==> config.mk <==
export PLATFORM = sky130hd
export DESIGN_NAME = nes_pad_responder_flat
export DESIGN_NICKNAME = d
export VERILOG_FILES = /design/src/rtl/nes_pad_responder_if.sv /design/src/rtl/nes_pad_responder.sv /design/src/flat_wrapper.sv
export SDC_FILE = /design/constraint.sdc
export NUM_CORES = 1
export LEC_CHECK = 0
export ABC_AREA = 1
export CAP_MARGIN = 20
export CORE_ASPECT_RATIO = 1.75
export CORE_MARGIN = 2
export CORE_UTILIZATION = 40
export CTS_BUF_LIST = sky130_fd_sc_hd__clkbuf_4
export DETAILED_ROUTE_END_ITERATION = 8
export REMOVE_ABC_BUFFERS = 1
export SLEW_MARGIN = 40
export SYNTH_ARGS = -nofsm -noshare
export SYNTH_HDL_FRONTEND = slang
export SYNTH_SLANG_ARGS = --single-unit
==> constraint.sdc <==
create_clock -name clock -period 1.4 [get_ports clock]
set_input_delay 0.21 -clock clock [delete_from_list [all_inputs] [get_ports clock]]
set_output_delay 0.21 -clock clock [all_outputs]
set_load 0.01 [all_outputs]
==> src/rtl/nes_pad_responder_if.sv <==
// Pad-side signal bundle: NES strobe/clock/data lines, pad button state and read status.
interface nes_pad_responder_if;
    logic       joy_strobe;
    logic       joy_clock;
    logic       joy_data;
    logic [7:0] buttons;
    logic [3:0] bit_count;
    logic       read_done;
    logic       latched;

    // Console/pad-state side: drives the NES lines and button state, observes the responder.
    modport master (
        output joy_strobe,
        output joy_clock,
        output buttons,
        input  joy_data,
        input  bit_count,
        input  read_done,
        input  latched
    );

    // Responder side.
    modport slave (
        input  joy_strobe,
        input  joy_clock,
        input  buttons,
        output joy_data,
        output bit_count,
        output read_done,
        output latched
    );
endinterface

==> src/rtl/nes_pad_responder.sv <==
// NES controller responder: synchronizes and debounces strobe/clock from the console,
// latches the button state and shifts it out active-low, one bit per joy_clock rising edge.
module nes_pad_responder #(
    parameter int unsigned FILTER = 3
) (
    input  logic                 clock,
    input  logic                 reset_n,
    nes_pad_responder_if.slave   pad
);

    localparam int unsigned CNT_W = 4;
    localparam int unsigned SR_W  = 8;
    localparam int unsigned NCH   = 2;

    localparam logic [CNT_W-1:0] FILT_LAST = CNT_W'(FILTER - 1);
    localparam logic [CNT_W-1:0] LAST_BIT  = CNT_W'(SR_W - 1);

    localparam logic [1:0] IDLE  = 2'd0;
    localparam logic [1:0] LOAD  = 2'd1;
    localparam logic [1:0] SHIFT = 2'd2;
    localparam logic [1:0] DONE  = 2'd3;

    // Channel 0 = strobe, channel 1 = joy_clock.
    logic [NCH-1:0]   sync_a;
    logic [NCH-1:0]   sync_b;
    logic [NCH-1:0]   filt;
    logic [CNT_W-1:0] filt_cnt [NCH];
    logic             jclk_d;

    logic             strb_f_c;
    logic             jclk_rise_c;

    logic [1:0]       state,     state_n;
    logic [SR_W-1:0]  shreg,     shreg_n;
    logic [CNT_W-1:0] bit_cnt,   bit_cnt_n;
    logic             data_q,    data_n;
    logic             done_q,    done_n;
    logic             latched_q, latched_n;

    // Two-flop synchronizers for the asynchronous NES lines.
    always_ff @(posedge clock or negedge reset_n) begin
        if (!reset_n) begin
            sync_a <= '0;
            sync_b <= '0;
        end else begin
            sync_a <= {pad.joy_clock, pad.joy_strobe};
            sync_b <= sync_a;
        end
    end

    // Stability filter: output follows input only after FILTER consecutive differing cycles.
    always_ff @(posedge clock or negedge reset_n) begin
        if (!reset_n) begin
            filt <= '0;
            for (int i = 0; i < NCH; i++) filt_cnt[i] <= '0;
        end else begin
            for (int i = 0; i < NCH; i++) begin
                if (sync_b[i] != filt[i]) begin
                    if (filt_cnt[i] == FILT_LAST) begin
                        filt[i]     <= sync_b[i];
                        filt_cnt[i] <= '0;
                    end else begin
                        filt_cnt[i] <= CNT_W'(filt_cnt[i] + 1'b1);
                    end
                end else begin
                    filt_cnt[i] <= '0;
                end
            end
        end
    end

    // Delayed filtered joy_clock for rising-edge detection.
    always_ff @(posedge clock or negedge reset_n) begin
        if (!reset_n) jclk_d <= 1'b0;
        else          jclk_d <= filt[1];
    end

    assign strb_f_c    = filt[0];
    assign jclk_rise_c = filt[1] & ~jclk_d;

    // State, shift register and registered outputs.
    always_ff @(posedge clock or negedge reset_n) begin
        if (!reset_n) begin
            state     <= IDLE;
            shreg     <= '0;
            bit_cnt   <= '0;
            data_q    <= 1'b1;
            done_q    <= 1'b0;
            latched_q <= 1'b0;
        end else begin
            state     <= state_n;
            shreg     <= shreg_n;
            bit_cnt   <= bit_cnt_n;
            data_q    <= data_n;
            done_q    <= done_n;
            latched_q <= latched_n;
        end
    end

    // Next-state logic; a high strobe overrides everything, including a coincident clock edge.
    always_comb begin
        state_n   = state;
        shreg_n   = shreg;
        bit_cnt_n = bit_cnt;
        data_n    = data_q;
        done_n    = 1'b0;
        latched_n = latched_q;
        if (strb_f_c) begin
            state_n   = LOAD;
            shreg_n   = pad.buttons;
            bit_cnt_n = '0;
            data_n    = ~pad.buttons[0];
        end else begin
            case (state)
                IDLE: begin
                    data_n = 1'b1;
                end
                LOAD: begin
                    state_n   = SHIFT;
                    latched_n = 1'b1;
                    shreg_n   = pad.buttons;
                    bit_cnt_n = '0;
                    data_n    = ~pad.buttons[0];
                end
                SHIFT: begin
                    if (jclk_rise_c) begin
                        shreg_n   = {1'b0, shreg[SR_W-1:1]};
                        bit_cnt_n = CNT_W'(bit_cnt + 1'b1);
                        data_n    = ~shreg[1];
                        if (bit_cnt == LAST_BIT) begin
                            state_n = DONE;
                            done_n  = 1'b1;
                        end
                    end else begin
                        data_n = ~shreg[0];
                    end
                end
                DONE: begin
                    data_n = ~shreg[0];
                end
                default: begin
                    state_n = IDLE;
                end
            endcase
        end
    end

    assign pad.joy_data  = data_q;
    assign pad.bit_count = bit_cnt;
    assign pad.read_done = done_q;
    assign pad.latched   = latched_q;

endmodule

==> src/flat_wrapper.sv <==
// flat-port wrapper written by rule: the top's interface ports become plain ports
module nes_pad_responder_flat 
#(
    parameter int unsigned FILTER = 3
)
  (clock, reset_n, pad_joy_strobe, pad_joy_clock, pad_buttons, pad_joy_data, pad_bit_count, pad_read_done, pad_latched);
  nes_pad_responder_if pad_i ();
  input  logic clock;
  input  logic reset_n;
  input wire logic [$bits(pad_i.joy_strobe)-1:0] pad_joy_strobe;
  input wire logic [$bits(pad_i.joy_clock)-1:0] pad_joy_clock;
  input wire logic [$bits(pad_i.buttons)-1:0] pad_buttons;
  output wire logic [$bits(pad_i.joy_data)-1:0] pad_joy_data;
  output wire logic [$bits(pad_i.bit_count)-1:0] pad_bit_count;
  output wire logic [$bits(pad_i.read_done)-1:0] pad_read_done;
  output wire logic [$bits(pad_i.latched)-1:0] pad_latched;
  assign pad_i.joy_strobe = pad_joy_strobe;
  assign pad_i.joy_clock = pad_joy_clock;
  assign pad_i.buttons = pad_buttons;
  assign pad_joy_data = pad_i.joy_data;
  assign pad_bit_count = pad_i.bit_count;
  assign pad_read_done = pad_i.read_done;
  assign pad_latched = pad_i.latched;
  nes_pad_responder #(.FILTER(FILTER)) u_core (.clock(clock), .reset_n(reset_n), .pad(pad_i));
endmodule
==> run_1/flops_by_reg.png <==
Bar = 20 microns. Other sequential cells in the stronger grey, the rest of the logic in the fainter grey.
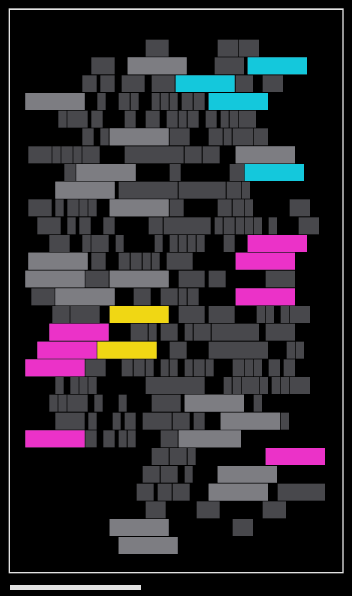
magenta -> `u_core.filt_cnt`  # placed flops 8
yellow -> `u_core.state`  # placed flops 2
cyan -> `u_core.pad.bit_count`  # placed flops 4, where upper right
not coloured = 18

==> run_1/placement.png <==
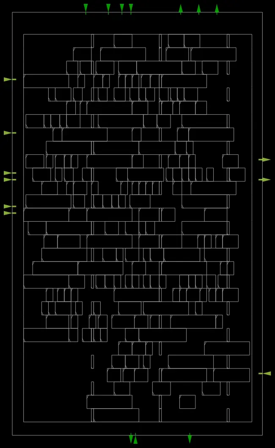
Seq cells: 32
FP Rows: 29
Final Non-Filler Cells: 258
# Taps: 46
total core area: 3660 sq um

==> run_1/placement_by_type.png <==
Bar = 20 microns. Fill, decap, tap and diode cells in grey.
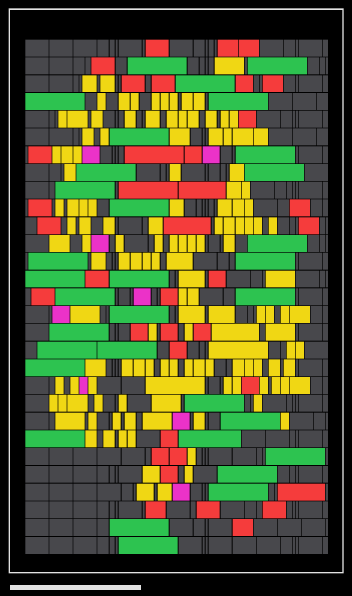
magenta -> clock drivers and dummy loads  # cells 8
green -> sequential cells  # cells 32
red -> remaining buffers and delay cells  # cells 37
yellow -> combinational and other logic  # cells 135

==> run_1/logic_types.png <==
Bar = 20 microns.
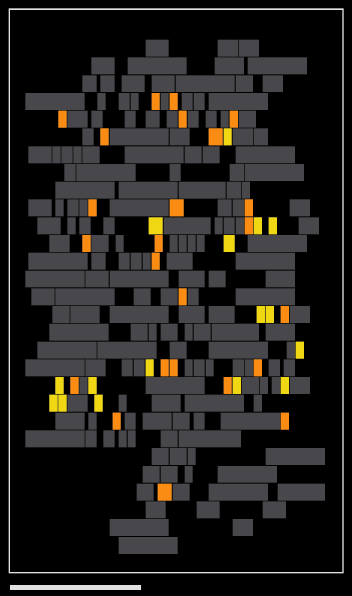
orange -> inv cells  # cells 24, most used inv_1
yellow -> nor cells  # cells 16, most used nor2_1

run 1: worst max-delay path by stage:
stage	from	endpoint	slack, ns	depth (start not counted)
6_report	u_core.state[1]	u_core.state[0]	-0.03	9
5_1_grt	u_core.state[1]	u_core.state[0]	-0.09	9
4_1_cts	u_core.state[1]	u_core.pad.bit_count[1]	0.01	9
3_5_place_dp	u_core.state[1]	u_core.shreg[5]	-0.01	9
3_3_place_gp	u_core.state[1]	u_core.shreg[4]	0.03	9
2_1_floorplan	u_core.state[0]	u_core.state[1]	-0.03	8
run 1: final cells by class:
type	instances	area, sq um	area share
Sequential cell	32	802	0.386
Multi-Input combinational cell	111	676	0.325
Timing Repair Buffer	37	387	0.186
Inverter	24	97.6	0.0470
Tap cell	46	57.6	0.0277
Clock buffer	7	52.6	0.0253
Clock inverter	1	3.75	0.00181
run 1: critical path: stages (launching register included):
cell and delay, ns:
dfrtp_1 0.40, inv_2 0.08, ha_4 0.28, inv_4 0.04, nand2_4 0.08, nand2_4 0.08, nand2_8 0.09, nand2_1 0.11
nand2_1 0.10, o21ai_1 0.07
run 1: per-layer routing:
layer | track usage | up-vias
li1 | - | 618
met1 | 0.151 | 595
met2 | 0.292 | 14
met3 | 0.0383 | 5
met4 | 0.0885 | 0
met5 | 0 | -
run 1: cell families after synthesis:
kind of cell | share of synthesized area
buffers and inverters | 0.0829
AND/OR/NAND/NOR | 0.214
XOR/XNOR | 0.0227
flip-flops | 0.521
adder cells (fa/ha/maj) | 0.0731
AND-OR/OR-AND | 0.0869
run 1: timing repair:
action / CTS / global route
gates cloned: 0 / 2
pin swaps: 0 / 5
endpoints found under the hold margin: 0 / 0
resized: 9 / 27
buffers inserted: 3 / 3
endpoints found under the setup margin: 17 / 14
==> impl_metrics.toml, run 1 <==
# physical design summary
[sta]
worst_pin_slew_ns = 0.205
fmax_mhz = 699
relSlewSlack = 0.862
setup_ws_ns = -0.0299
setup_viol = 3

[detailed_routing]
drt_iter0_drc = 7

[setup_path]
path_max_fanout = 4

[finish]
antenna_cells = 0
drive_above_1_share = 0.236
final_common_cell = "nand2_1"

[clocking]
clk_latency_ns = 0.34
clk_pin_slew_ns = 0.09
cts_buffers = 5
cts_buffer_depth = 2

[status]
status = "finished, violations left"
violations = "negative setup slack"

[job]
warning_count = 31

[logic_synthesis]
synth.yosys.num_cells = 170
synth_top_area_share = 0.504

[placement]
placed_area_sq_um = 1870

[grt]
grt_pass1_wl_mm = 5.11

[power]
p_sw_mw = 1.99
==> run_1/wires.png <==
Bar = 20 microns.
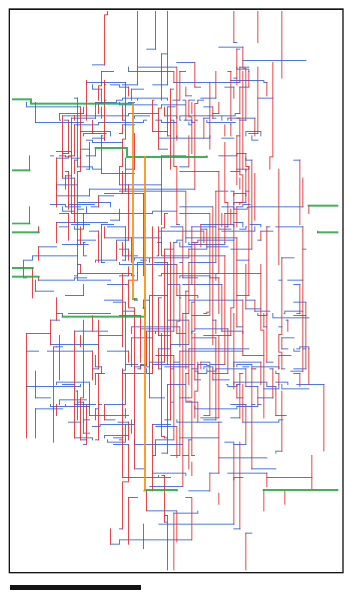

==> run 2: changes to the inputs <==
Settings changed: PLACE_DENSITY from default to 0.59.
==> run_2/wires.png <==
Bar = 20 microns.
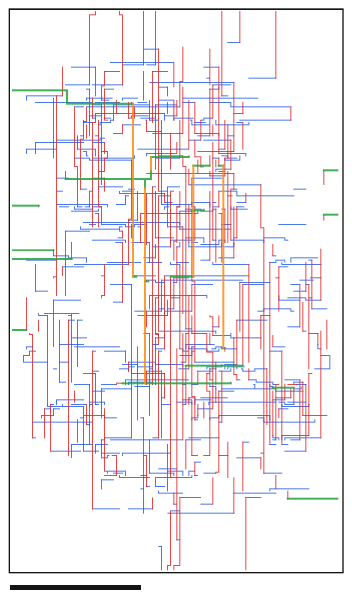
green -> metal 3  # wire length 113 microns
blue -> metal 1  # wire length 1,210 microns
orange -> metal 4  # wire length 103 microns
red -> metal 2  # wire length 1,680 microns

==> run_2/logic_types.png <==
Bar = 20 microns.
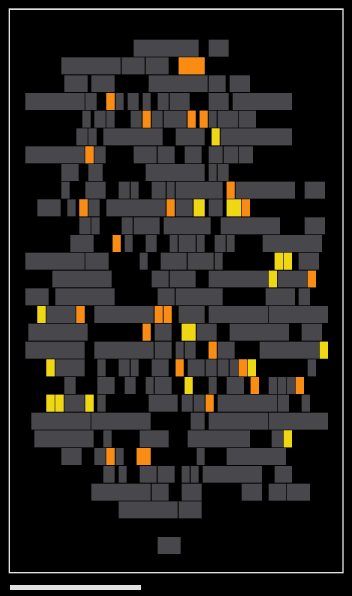
orange -> inv cells  # cells 24, most used inv_1
yellow -> nor cells  # cells 16, most used nor2_1

==> impl_metrics.toml, run 2 <==
# physical design summary
[status]
status = "finished clean"

[setup_path]
rrSetupSlack_ns = 0.01
end_kind = "flop"
r2r-end = "u_core.shreg[5]"
crit_start = "u_core.state[0]"
critPathCapture = "u_core.shreg[5]"
path_max_fanout = 8

[die]
fp.dieW_microns = 50.9
rows = 29
core_sq_um = 3660

[power]
power_mw = 4.94
p_sw_mw = 2.01

[placement]
dpl_worst_slack_ns = -0.0329
portBuffers = 18
placed_area_sq_um = 1860

[logic_synthesis]
synth.yosys.num_cells = 170
synthArstFlopShare = 1.00
synth_top_area_share = 0.504
synthFlopType = "dfrtp_1"

[clocking]
clock_sinks = 32
cts_buffer_depth = 2
clk_latency_ns = 0.33
cts_buffers = 5
clk_pin_slew_ns = 0.09

[job]
warning_count = 31

[sta]
fmax_mhz = 721
setup_ws_ns = 0.0130
slew_violations = 0
hold_violations = 0
relSlewSlack = 0.840
final.min_clock_period_ns = 1.39
worst_pin_slew_ns = 0.238
setup_viol = 0

[grt]
met2_usage = 0.305
grt_use_met3 = 0.0383
top_usage_layer = "met2"
grt_pass1_wl_mm = 5.37
use_met1 = 0.165
grt_pass1_vias = 1257

[finish]
drive_above_1_share = 0.241
antenna_cells = 0
design_area_sq_um = 2080
final_common_cell = "nand2_1"

[detailed_routing]
drt_iter0_drc = 28
ant_nets = 0
==> run_2/placement.png <==
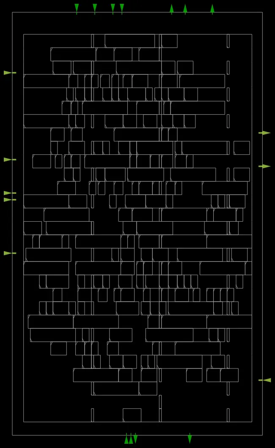
flop share of the area: 0.385
layout filler cell count: 329
Core Util, Final: 0.568

run 2: cell counts after synthesis:
No cell type changed its count.
run 2: logic make-up after synthesis:
group | Yosys count | share of synthesized area
xor+xnor | 4 | 0.0227
fa+ha+maj | 9 | 0.0731
compound gates | 25 | 0.0869
simple gates | 73 | 0.214
flops | 32 | 0.521
buf+inv | 27 | 0.0829
run 2: timing repair:
action | CTS | global route
gates resized | 21 | 21
pin swaps | 5 | 5
buffers inserted | 5 | 0
gates cloned | 1 | 0
endpoints found under the setup margin | 17 | 14
run 2: critical path: stages (launching register included):
cell     delay [ns]
dfrtp_1        0.40
inv_2          0.11
ha_4           0.21
inv_2          0.06
nand2_4        0.06
nand2_4        0.10
nand2_8        0.08
buf_12         0.14
nand2_1        0.05
o21ai_1        0.06
run 2: metal layers:
| metal | vias to the layer above | share of wire |
|---|---|---|
| li1 | 617 | - |
| met1 | 561 | 0.39 |
| met2 | 23 | 0.54 |
| met3 | 11 | 0.036 |
| met4 | 0 | 0.033 |
| met5 | - | 0 |
run 2: layout make-up:
cell class	count	area (sq um)	share of cell area
clock buffer	5	37.5	0.0180
inverter	24	100	0.0480
timing repair buffer	37	354	0.170
sequential	32	802	0.385
multi-input combinational	111	694	0.333
clock inverter	3	37.5	0.0180
tap	46	57.6	0.0276
run 2: power groups by stage:
stage	Clock (mW)	Combinational (mW)	Sequential, mW
2_1_floorplan	0	1.22	1.44
3_3_place_gp	0	2.02	1.42
3_5_place_dp	0	2.09	1.44
4_1_cts	0.689	2.59	1.42
5_1_grt	0.727	3.15	1.45
6_report	0.666	2.86	1.42
run 2: through the flow:
step / std cells / util
6_report: 258 / 0.568
5_1_grt: 258 / 0.568
4_1_cts: 258 / 0.554
3_5_place_dp: 244 / 0.506
3_3_place_gp: 244 / 0.506
2_1_floorplan: 167 / -
Power figures rest on the tool's default switching activity, not on a simulated workload.
